==> config.mk <==
export PLATFORM = sky130hd
export DESIGN_NAME = imem_fetch_unit
export DESIGN_NICKNAME = d
export VERILOG_FILES = /design/src/rtl/simple_processor_pkg.sv /design/src/rtl/fetch_fifo.sv /design/src/rtl/imem_fetch_unit.sv
export SDC_FILE = /design/constraint.sdc
export NUM_CORES = 1
export LEC_CHECK = 0
export ABC_AREA = 1
export CORE_ASPECT_RATIO = 0.7
export CORE_MARGIN = 2
export CORE_UTILIZATION = 42
export DETAILED_ROUTE_END_ITERATION = 16
export HOLD_SLACK_MARGIN = 0.1
export PLACE_DENSITY = 0.76
export SKIP_LAST_GASP = 1
export SYNTH_ARGS = -nofsm -noshare
export SYNTH_HDL_FRONTEND = slang
export SYNTH_HIERARCHICAL = 1
export SYNTH_SLANG_ARGS = --single-unit
==> constraint.sdc <==
create_clock -name clk_i -period 3.16 [get_ports clk_i]
set_clock_uncertainty 0.15 [all_clocks]
set_input_delay 0.474 -clock clk_i [delete_from_list [all_inputs] [get_ports clk_i]]
set_output_delay 0.474 -clock clk_i [all_outputs]
set_load 0.01 [all_outputs]
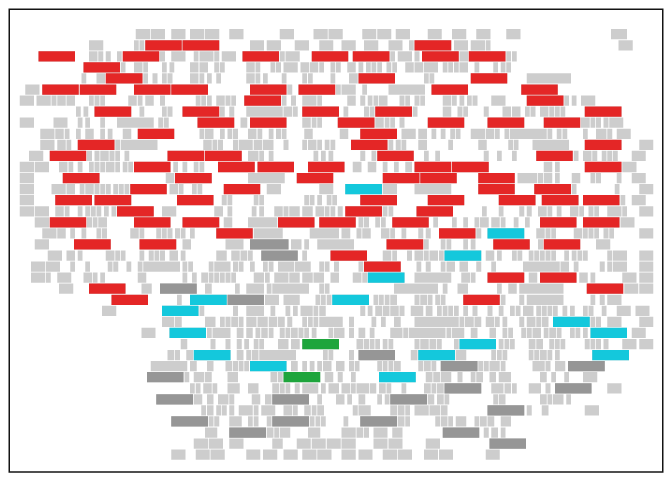
Run 1: register map, names as in the netlist
name in the netlist	color	flops
`state`	green	2
`u_fetch_fifo/mem`	red	96
`imem_addr_o`	cyan	16
not colored	20
sequential cell area share: 35.96%
Sequential Power: 3060 uW
Seq. cell area: 3354 um2

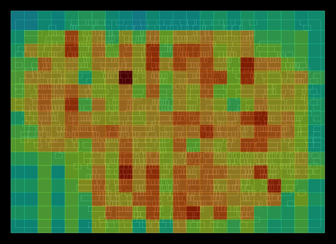
Run 1: track usage over the die
met3 GRT Util: 5.382%
Total Routing Usage GR: 24.00%

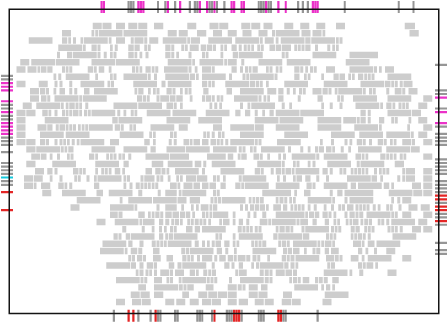
Run 1: ports around the boundary
Pins as bars across the die edge, other pins in gray.
port	color	pins	direction	edge
`boot_addr_i`	red	16	input	9 south, 5 east, 2 west
`instr_ready_i`	cyan	1	input	west
`imem_rdata_i`	magenta	32	input	20 north, 9 west, 3 east
die height: 113.4 um
Port Buf Inserts: 134
Die X: 160.3 um

==> run notes, run 1 <==
fresh numbers from the pnr run: status=finished, final reports clean, Yosys top cell by instances=nand2_1, largest net degree at the start of global routing=75, worst min path class=register to register, post-synth cell types=33, fillers=1535, crit-path max cell delay=550 ps, Finished Cell Area=9329 um2, Starting DRT DRC Count=728, cycle use final=81.01%, CP Launch Type=register, Critical Path AT=1940 ps, vias in the first global route=6789, R2R setup slack=740 ps, Tightest Pin Transition=765.3 ps, postcts setup bufs=0, PD cells=982.1 nW/um2, first-pass GRT wire length=34750 um, fin crit period=2560 ps, tool warnings=26, Crit path top cell by count=nand2_1, antenna violations before repair=0, Final Hold Fails=0, Post-synth regs=134, Overflow after GRT=0, clock slew at reported path FFs=60 ps, setup_tns=0 ps, ys flop type=dfrtp_1, headroom to the max-slew limit=48.98%, post-cts hold-fix buffer tally=1, top cells by area=dfrtp_1, nand2_1, nand4_1, nor2_1, o21ai_0, Non-Filler Instances=1328, number of enable flip-flop cells=0, routability cong.=0.8549, post-synthesis sequential area ratio=46.70%, R2R cell count=11, Critical Path Fanout Max=48, Syn. warnings=6, drt drc=0, Max Clock Freq=390.6 MHz, Worst path slowest cell=clkdlybuf4s50_1
==> run 1: kinds of logic after synthesis <==
logic type / Yosys count / synth area share [%]
flops: 134 / 46.70
simple gates: 652 / 38.89
fa+ha+maj: 4 / 0.6970
compound gates: 81 / 6.726
buf+inv: 108 / 6.499
xor+xnor: 4 / 0.4880
==> run 1: metrics by stage <==
stage / util, % / power [uW] / hold WS [ps] / setup slack [ps]
2_1_floorplan: - / 5313 / 28.41 / 601.4
3_3_place_gp: 52.57 / 6923 / 303.1 / 556.1
3_5_place_dp: 52.57 / 7023 / 308.2 / 495.5
4_1_cts: 56.40 / 9170 / 322.3 / 588.4
5_1_grt: 56.40 / 9818 / 333.1 / 458.9
6_report: 56.40 / 9162 / 318.7 / 599.9
==> run 1: metal layers <==
| layer | global-route usage [%] | vias to the layer above |
|---|---|---|
| met5 | 0 | - |
| met2 | 37.00 | 299 |
| met4 | 7.027 | 0 |
| met3 | 5.382 | 22 |
| li1 | - | 3460 |
| met1 | 34.21 | 3395 |
==> run 1: final cells by class <==
| cell class | instances | area share, % |
|---|---|---|
| multi-input combinational | 741 | 36.27 |
| inverter | 43 | 1.730 |
| sequential | 134 | 35.96 |
| clock inverter | 12 | 1.891 |
| timing repair buffer | 153 | 16.35 |
| clock buffer | 20 | 4.788 |
| tap | 225 | 3.018 |
==> run 1: worst max-delay path, delay by kind of cell (launching register included) <==
| kind | cells | cell delay, ps |
|---|---|---|
| buf+inv | 3 | 890 |
| flops | 1 | 410 |
| simple gates | 2 | 190 |
==> run 1: power breakdown <==
group | total [uW] | internal (uW) | switching, uW
Clock | 2110 | 1340 | 768
Combinational | 4000 | 1670 | 2330
Sequential | 3060 | 2470 | 586
Total | 9160 | 5480 | 3680
Run 1, signal wires on met4:
Cells faint in the background.
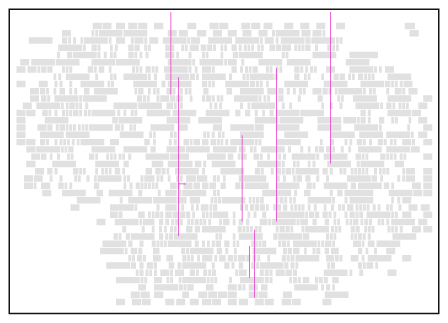

==> run 1 -> run 2 <==
--- a/config.mk
+++ b/config.mk
@@ -11,7 +11,7 @@
 export CORE_UTILIZATION = 42
 export DETAILED_ROUTE_END_ITERATION = 16
 export HOLD_SLACK_MARGIN = 0.1
-export PLACE_DENSITY = 0.76
+export PLACE_DENSITY = 0.78
 export SKIP_LAST_GASP = 1
 export SYNTH_ARGS = -nofsm -noshare
 export SYNTH_HDL_FRONTEND = slang
==> constraint.sdc (replaced) <==
create_clock -name clk_i -period 2.15 [get_ports clk_i]
set_clock_uncertainty 0.15 [all_clocks]
set_input_delay 0.3225 -clock clk_i [delete_from_list [all_inputs] [get_ports clk_i]]
set_output_delay 0.3225 -clock clk_i [all_outputs]
set_load 0.01 [all_outputs]
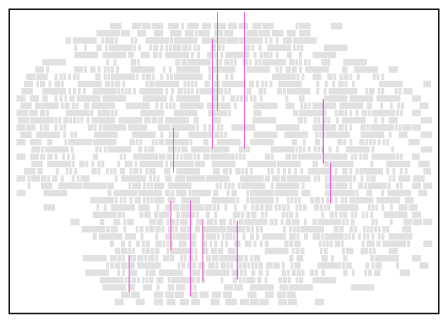
Run 2: signal wires on met4
Cells faint in the background.
wire length on this layer	296 um
nets with wire on the layer	9
main direction	vertical
longest straight run	51.0 um
Total Wirelength: 21960 um
routed vias: 7387

==> run 2 against run 1 <==
Effect of this change: the flow now finishes with violations (setup timing); worst setup slack got worse by 770 ps; non-clock buffer count grew 35; cell count is 2.6% higher; power up 50%; synthesized area did not move; first-iteration DRC count decreased by 13%; combinational power rose by 55%; cell area rose by 5.3%; critical path depth stayed put; via count up 2.9%; clock power increased by 45%; critical endpoint is now instr_pc_o[13]; largest power group unchanged.
==> run notes, run 2 <==
fresh numbers from the pnr run: status=complete, but fails checks, failing checks=setup timing, Mapped Area=7181 um2, fin crit period=2317 ps, Critical Path AT=1840 ps, leading area contributor after synthesis=dfrtp_1, clock slew at reported path FFs=60 ps, Yosys top cell by instances=nand2_1, Static Leak=0.005375 uW, tool warnings=29, max FFs per register=96, vias in the first global route=6983, routability cong.=0.9034, # setup viols final=9, TritonCTS clock tree=done, worst min path class=primary input to async pin, Synth Net Count=1056, Tightest Pin Transition=597.4 ps, antenna diode count=0, worst setup margin=-167.2 ps, layout cell share with drive strength beyond 1=10.46%, crit path capture type=output pin, die height=113.4 um, crit-path max cell delay=540 ps, CP Launch Type=register, Clock Root Buffer=clkbuf_16, Max Cap Viol=0, Critical Path Fanout Max=19, RSZ-0062 raised after global routing=true, Yosys chip area=7181 um2, Total Routing Usage GR=24.17%, asr flop ratio synth=100.0%, R2R setup slack=140 ps, fin util=59.39%, Overflow after GRT=0, Max Clock Freq=431.6 MHz, Non-Filler Instances=1363, Yosys Instances=983, number of enable flip-flop cells=0, Worst path slowest cell=clkdlybuf4s50_1, post-synth cell types=33, Die X=160.3 um, post-synthesis sequential area ratio=46.70%, placed cells=1327, drt drc=0, Max-area cell share=46.70%, Post-synth regs=134, Syn. warnings=6, clk_lat worst skew=410 ps, Port Buf Inserts=134, fillers=1484, Vias/cell=5.420, synth cell count leaders=nand2_1, dfrtp_1, nand4_1, Crit path top cell by count=nand2_1, H-Tree Depth=4, Comb gate area=3427 um2, Final Hold Fails=0, Commonest Layout Cell=nand2_1, first-pass GRT wire length=35370 um, max-slew violation count=0, number of top-level pins=135, largest net degree at the start of global routing=59, top cells by area=dfrtp_1, nand2_1, nand4_1, nor2_1, o21ai_0, cycle use final=107.8%, R2R cell count=9, Starting DRT DRC Count=632, headroom to the max-slew limit=60.17%, PD cells=1398 nW/um2, WL/cell=16.11 um, # clock sinks=134, setup_tns=-1180 ps, DRT Pass-1 Iters=6, ys flop type=dfrtp_1, antenna violations before repair=0
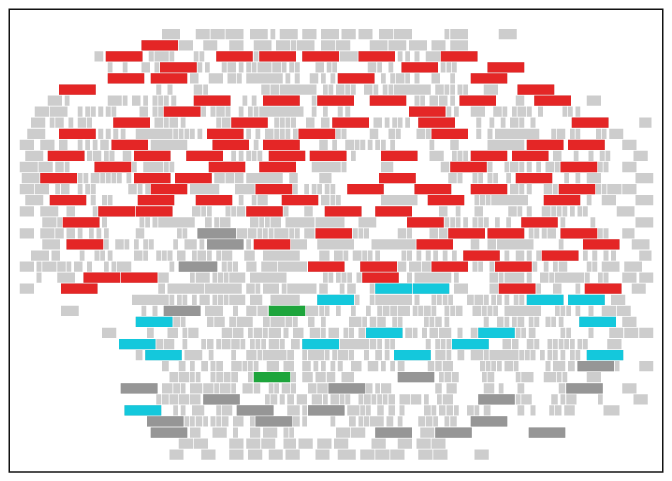
Run 2: register map, names as in the netlist
name in the netlist	color	flops
`u_fetch_fifo/mem`	red	96
`imem_addr_o`	cyan	16
`state`	green	2
Seq. cell area: 3356 um2
sequential cell area share: 34.16%
Sequential Power: 4480 uW

run 2: cell counts after synthesis:
Identical to the previous run, type by type.
run 2: layout make-up:
class | count | area share [%]
multi-input combinational | 741 | 34.88
sequential | 134 | 34.16
timing repair buffer | 188 | 20.14
clock buffer | 21 | 4.789
tap | 225 | 2.866
inverter | 43 | 1.668
clock inverter | 11 | 1.503
run 2: repair_timing:
action	in CTS	in global routing
setup endpoints to repair	49	44
setup buffers	1	1
cloned	0	1
resized	10	37
hold endpoints to repair	64	0
hold buffers	1	0
run 2: logic make-up after synthesis:
logic type	after synthesis	synth area share, %
buf+inv	108	6.499
compound gates	81	6.726
flops	134	46.70
simple gates	652	38.89
xor+xnor	4	0.4880
fa+ha+maj	4	0.6970
run 2: where the power goes:
group	leakage, uW	internal (uW)	switching [uW]
clock	0.000303	1920	1130
sequential	0.00171	3640	845
combinational	0.00336	2650	3560
run 2: layer usage:
| layer | wire length [um] | vias up | global-route usage [%] |
|---|---|---|---|
| li1 | - | 3530 | - |
| met3 | 1826 | 24 | 4.036 |
| met2 | 10130 | 339 | 37.89 |
| met4 | 295 | 0 | 7.928 |
| met1 | 9715 | 3494 | 34.49 |
| met5 | 0 | - | 0 |
run 2: per-stage QoR:
step	cell area (um2)	hold slack (ps)	setup slack [ps]	total power, uW
floorplan	7246	-123.1	-104.5	7862
finish	9824	268.5	-167.2	13740
CTS	9699	289.0	-189.3	13810
global route	9824	317.9	-245.7	14700
detailed placement	9055	156.5	-30.01	10710
global placement	9055	156.9	29.30	10540
run 2: critical path: cells and delay by family, from the launching register on:
family,cells,cell delay (ps)
AND/OR/NAND/NOR,2,160
flip-flops,1,450
buffers and inverters,3,820
Power and IR drop assume default switching activity.
